run_1/port_nets.png
(4 px per um)
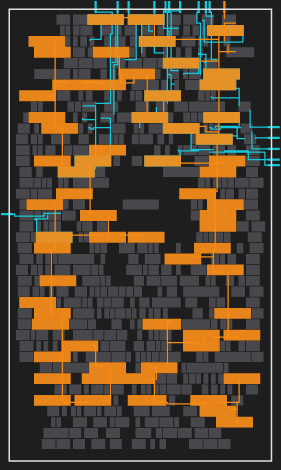
run_1/drive_strength.png
(4 px per um)
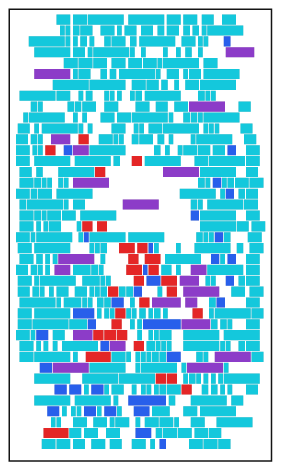
run_1/met1.png
(6 px per um) Supply wires on this layer in gray. Cells faint in the background.
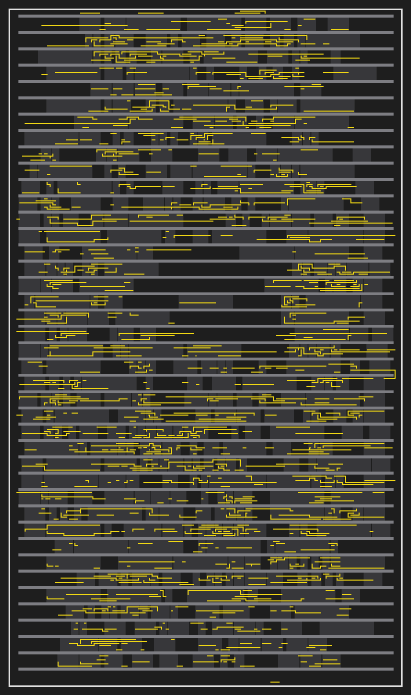
run_1/final_placement.png
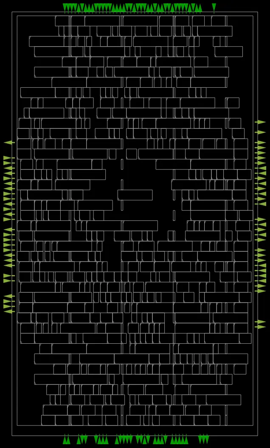
--- src/rtl/regfile_pkg.sv ---
// Shared definitions for the 16x16 register file and its access controller:
// opcodes, FSM state encoding and default geometry.
package regfile_pkg;

  localparam int unsigned RF_DATA_WIDTH = 16;
  localparam int unsigned RF_ADDR_WIDTH = 4;

  localparam logic [1:0] OP_NOP   = 2'b00;
  localparam logic [1:0] OP_WRITE = 2'b01;
  localparam logic [1:0] OP_READ  = 2'b10;
  localparam logic [1:0] OP_CLEAR = 2'b11;

  typedef logic [2:0] state_t;

  localparam state_t ST_IDLE  = 3'd0;
  localparam state_t ST_WRITE = 3'd1;
  localparam state_t ST_READ  = 3'd2;
  localparam state_t ST_RESP  = 3'd3;
  localparam state_t ST_CLEAR = 3'd4;

endpackage

--- src/rtl/regfile_access_controller.sv ---
// Command-driven front end for the register file: single writes, paired reads
// with a held response, and a full-array clear sweep.
module regfile_access_controller
  import regfile_pkg::*;
#(
  parameter int unsigned DATA_WIDTH = RF_DATA_WIDTH,
  parameter int unsigned ADDR_WIDTH = RF_ADDR_WIDTH,
  parameter int unsigned NUM_REGS   = 2 ** ADDR_WIDTH
) (
  input  logic                  Clock,
  input  logic                  Reset,
  input  logic                  cmd_valid,
  output logic                  cmd_ready,
  input  logic [1:0]            cmd_op,
  input  logic [ADDR_WIDTH-1:0] cmd_dst,
  input  logic [ADDR_WIDTH-1:0] cmd_src_a,
  input  logic [ADDR_WIDTH-1:0] cmd_src_b,
  input  logic [DATA_WIDTH-1:0] cmd_data,
  output logic                  rsp_valid,
  input  logic                  rsp_ready,
  output logic [DATA_WIDTH-1:0] rsp_a,
  output logic [DATA_WIDTH-1:0] rsp_b,
  output logic                  busy,
  output logic                  WR,
  output logic [ADDR_WIDTH-1:0] DA,
  output logic [DATA_WIDTH-1:0] D,
  output logic [ADDR_WIDTH-1:0] AA,
  output logic [ADDR_WIDTH-1:0] BA,
  input  logic [DATA_WIDTH-1:0] A,
  input  logic [DATA_WIDTH-1:0] B
);

  localparam logic [ADDR_WIDTH-1:0] LAST_ADDR = ADDR_WIDTH'(NUM_REGS - 1);

  state_t state;

  assign cmd_ready = (state == ST_IDLE);
  assign busy      = (state != ST_IDLE);

  always_ff @(posedge Clock or negedge Reset) begin
    if (!Reset) begin
      state     <= ST_IDLE;
      WR        <= 1'b0;
      DA        <= '0;
      D         <= '0;
      AA        <= '0;
      BA        <= '0;
      rsp_valid <= 1'b0;
      rsp_a     <= '0;
      rsp_b     <= '0;
    end else begin
      case (state)
        ST_IDLE: begin
          if (cmd_valid) begin
            case (cmd_op)
              OP_WRITE: begin
                DA    <= cmd_dst;
                D     <= cmd_data;
                WR    <= 1'b1;
                state <= ST_WRITE;
              end
              OP_READ: begin
                AA    <= cmd_src_a;
                BA    <= cmd_src_b;
                state <= ST_READ;
              end
              OP_CLEAR: begin
                DA    <= '0;
                D     <= '0;
                WR    <= 1'b1;
                state <= ST_CLEAR;
              end
              default: ;
            endcase
          end
        end
        ST_WRITE: begin
          WR    <= 1'b0;
          state <= ST_IDLE;
        end
        ST_READ: begin
          rsp_a     <= A;
          rsp_b     <= B;
          rsp_valid <= 1'b1;
          state     <= ST_RESP;
        end
        ST_RESP: begin
          if (rsp_ready) begin
            rsp_valid <= 1'b0;
            state     <= ST_IDLE;
          end
        end
        ST_CLEAR: begin
          // DA doubles as the sweep counter; it parks at 0 when the sweep ends.
          if (DA == LAST_ADDR) begin
            WR    <= 1'b0;
            DA    <= '0;
            state <= ST_IDLE;
          end else begin
            DA <= DA + ADDR_WIDTH'(1);
          end
        end
        default: begin
          WR    <= 1'b0;
          state <= ST_IDLE;
        end
      endcase
    end
  end

endmodule

--- config.mk ---
export PLATFORM = sky130hd
export DESIGN_NAME = regfile_access_controller
export DESIGN_NICKNAME = d
export VERILOG_FILES = /design/src/rtl/regfile_pkg.sv /design/src/rtl/regfile_access_controller.sv
export SDC_FILE = /design/constraint.sdc
export NUM_CORES = 1
export LEC_CHECK = 0
export ABC_AREA = 1
export CORE_ASPECT_RATIO = 1.75
export CORE_UTILIZATION = 42
export CTS_CLUSTER_DIAMETER = 80
export DETAILED_ROUTE_END_ITERATION = 8
export PLACE_DENSITY = 0.87
export SETUP_SLACK_MARGIN = 0.15
export SLEW_MARGIN = 20
export SYNTH_ARGS = -nofsm -noshare
export SYNTH_HDL_FRONTEND = slang
export SYNTH_SLANG_ARGS = --single-unit
--- constraint.sdc ---
create_clock -name Clock -period 1.54 [get_ports Clock]
set_clock_uncertainty 0.1 [all_clocks]
set_input_delay 0.231 -clock Clock [delete_from_list [all_inputs] [get_ports Clock]]
set_output_delay 0.231 -clock Clock [all_outputs]
set_load 0.02 [all_outputs]
==> Slide: Implementation Results, run 1 <==
Physical Implementation Snapshot

Run status
  – Status: completed

Global routing
  – Met2 capacity usage during global routing: 0.4096
  – First-pass GRT wire length: between 10,000 and 15,000 um

Yosys
  – Seq cells post-synth: between 60 and 70
  – Count leader, synth: nand2_1
  – Area leader, netlist: dfrtp_1
  – Simple-Gate Fraction of Synth Area: 0.3203
  – Seq/Total Area, Yosys: 0.5544
  – Synth warn: 0
  – Synth Net Count: just over 400

Clock network
  – Inserted Clock Buffers: 9
  – Reg clk slew, reported paths: approximately 50 ps
  – Post_cts resized: just under 90
  – Sink Count: roughly 65
  – CTS H-tree lvls: 3

Timing
  – Slew of the pin with the lowest slew margin: between 300 and 400 ps
  – Max Slew Vio Count: 0
  – Final Hold Vio Count: 0
  – Setup_tns: 0 ps
  – Slew Limit Headroom: 0.7734

Drt
  – Avg WL per Cell: approximately 14 um
  – Met2 Routed Length: around 4400 um
  – Starting DRC count in detailed routing: ~170
  – Metal1 wirelength: around 2900 um
  – Detail Route met3 WL: around 360 um
  – Via count: about 2,800

Floorplan
  – Core Util at FP: 0.4311
  – Die Span Y: 112.6 um

Power
  – VDD IR max: between 0.001 and 0.0015 V
  – Final Total Pwr: approximately 9.6 mW
  – Internal power: between 5 and 6 mW
  – Top power group: combinational cells
  – Part of the power in combinational logic: 0.491
  – Register share of total power: 0.315

Final layout
  – Most instantiated logic cells after routing: nand2_1, dfrtp_1, clkdlybuf4s50_1
  – FILL cells: approximately 560
  – Final instance area: between 0.004 and 0.005 mm2
  – Invs w/o clock: 23
  – Multi-input combinational area share: 0.2472
  – Final nets: 561
  – Comb gates: 233

Critical path
  – Slowest CP cell: dfrtp_1
  – Crit path depth: 4
  – CP arrival: 1120 ps
  – Critical path endpoint: cmd_ready
  – CP Class: reg2out

Flow run
  – Total of max-cap violations: 0

Placement
  – Inst Count DP: 557
Notes on port_nets.png above:
legend:
  `rsp_a`:
    color: cyan
    direction: output
    end_cells: 16
    buffers: 16
    wire: 460 um
  `Reset`:
    color: orange
    direction: input
    end_cells: 65
    buffers: 3
    wire: 429 um
I/O Buffers: 129
boundary pin count: 130

Notes on drive_strength.png above:
legend:
  drive 6 and up:
    color: purple
    cells: 21
  drive 3 to 4:
    color: red
    cells: 29
  drive 1 or less:
    color: cyan
    cells: 407
  drive 2:
    color: blue
    cells: 34

Notes on met1.png above:
nets with wire on the layer: 474
longest straight run: 17.9 um
wire length on this layer: 2,940 um
main direction: horizontal
share of all routed wire: 37%
GRT met1 Usage: 0.2557
final wirelength: 7955 um

Notes on final_placement.png above:
Core Box Area: 0.006807 mm2
Seq cells: 65
Tapcell Cnt: 84
Cell Count, Final, Fillers Out: 575
Final Core Density: 0.7028

==> run 2: changes to the inputs <==
--- a/config.mk
+++ b/config.mk
@@ -10,6 +10,7 @@
 export CORE_UTILIZATION = 42
 export CTS_CLUSTER_DIAMETER = 80
 export DETAILED_ROUTE_END_ITERATION = 8
+export HOLD_SLACK_MARGIN = 0.12
 export PLACE_DENSITY = 0.87
 export SETUP_SLACK_MARGIN = 0.15
 export SLEW_MARGIN = 20
run_2/drive_strength.png
(4 px per um)
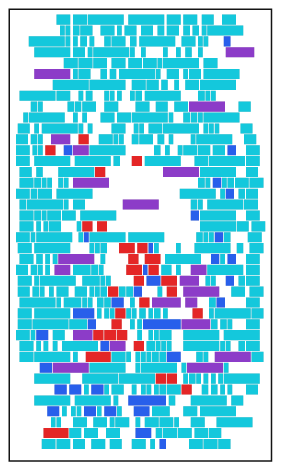
final instance area: 0.004783 mm2
area delta synth->final: 63.03%
Non-CTS buffers: 157

==> Slide: Implementation Results, run 2 <==
Physical Implementation Snapshot

Timing
  – Setup_tns: 0 ps (unchanged)
  – Max Slew Vio Count: 0 (unchanged)
  – Slew Limit Headroom: 0.7734 (unchanged)
  – Final Hold Vio Count: 0 (unchanged)

Floorplan
  – Core Box Area: 0.006807 mm2 (unchanged)
  – Die Span Y: 112.6 um (unchanged)
  – Tapcell Cnt: 84 (unchanged)
  – Boundary pin count: 130 (unchanged)
  – Core Util at FP: 0.4311 (unchanged)
  – Chip Width: 65.18 um (unchanged)

Critical path
  – CP Class: reg2out (unchanged)
  – R2R Path Start: state[0]$_DFFE_PN0P_ (unchanged)
  – Crit path depth: 4 (unchanged)
  – CP arrival: 1120 ps (about the same)
  – RR Endpoint: D[1]$_DFFE_PN0P_ (unchanged)
  – Slowest CP cell: dfrtp_1 (unchanged)

Power
  – Top power group: combinational cells (unchanged)
  – VDD IR max: 0.001162 V (unchanged)
  – Part of the power in combinational logic: 0.491 (about the same)
  – Register share of total power: 0.315 (about the same)
  – Psw: 3.907 mW (unchanged)
  – Internal power: 5.661 mW (unchanged)
  – Final Total Pwr: 9.568 mW (unchanged)

Clock network
  – Inserted Clock Buffers: 9 (unchanged)
  – Post_cts resized: 88 (unchanged)
  – Reg clk slew, reported paths: 50 ps (about the same)

Final layout
  – Most instantiated logic cells after routing: nand2_1, dfrtp_1, clkdlybuf4s50_1 (unchanged)
  – Final Core Density: 0.7028 (unchanged)
  – Multi-input combinational area share: 0.2472 (unchanged)
  – Logic cell area: 0.001182 mm2 (unchanged)
  – Comb gates: 233 (unchanged)
  – Invs w/o clock: 23 (unchanged)
  – Final nets: 561 (unchanged)
  – Cell Count, Final, Fillers Out: 575 (unchanged)

Drt
  – Metal1 wirelength: 2940 um (unchanged)
  – Final wirelength: 7955 um (unchanged)
  – Detail Route met3 WL: 363 um (unchanged)
  – Starting DRC count in detailed routing: 165 (unchanged)
  – Avg WL per Cell: 13.83 um (unchanged)
  – Via count: 2,843 (unchanged)
  – Met2 Routed Length: 4402 um (unchanged)

Flow run
  – Total of max-cap violations: 0 (unchanged)

Global routing
  – Overflow after GRT: 0 (unchanged)
  – GRT met1 Usage: 0.2557 (unchanged)
  – Met2 capacity usage during global routing: 0.4096 (unchanged)
  – First-pass GRT wire length: 13,120 um (unchanged)

Yosys
  – Area leader, netlist: dfrtp_1 (unchanged)
  – Simple-Gate Fraction of Synth Area: 0.3203 (unchanged)
  – Synth Net Count: 405 (unchanged)
  – Seq/Total Area, Yosys: 0.5544 (unchanged)
  – Count leader, synth: nand2_1 (unchanged)
  – Synth warn: 0 (unchanged)

Placement
  – I/O Buffers: 129 (unchanged)
  – Inst Count DP: 557 (unchanged)

Run status
  – Status: completed (unchanged)
run_2/final_placement.png
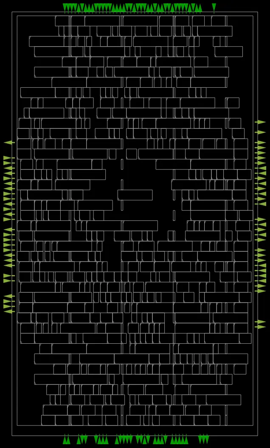
flop share of the area: 0.3406
FILL cells: 555
row cnt: 40

Power and IR drop assume default switching activity.
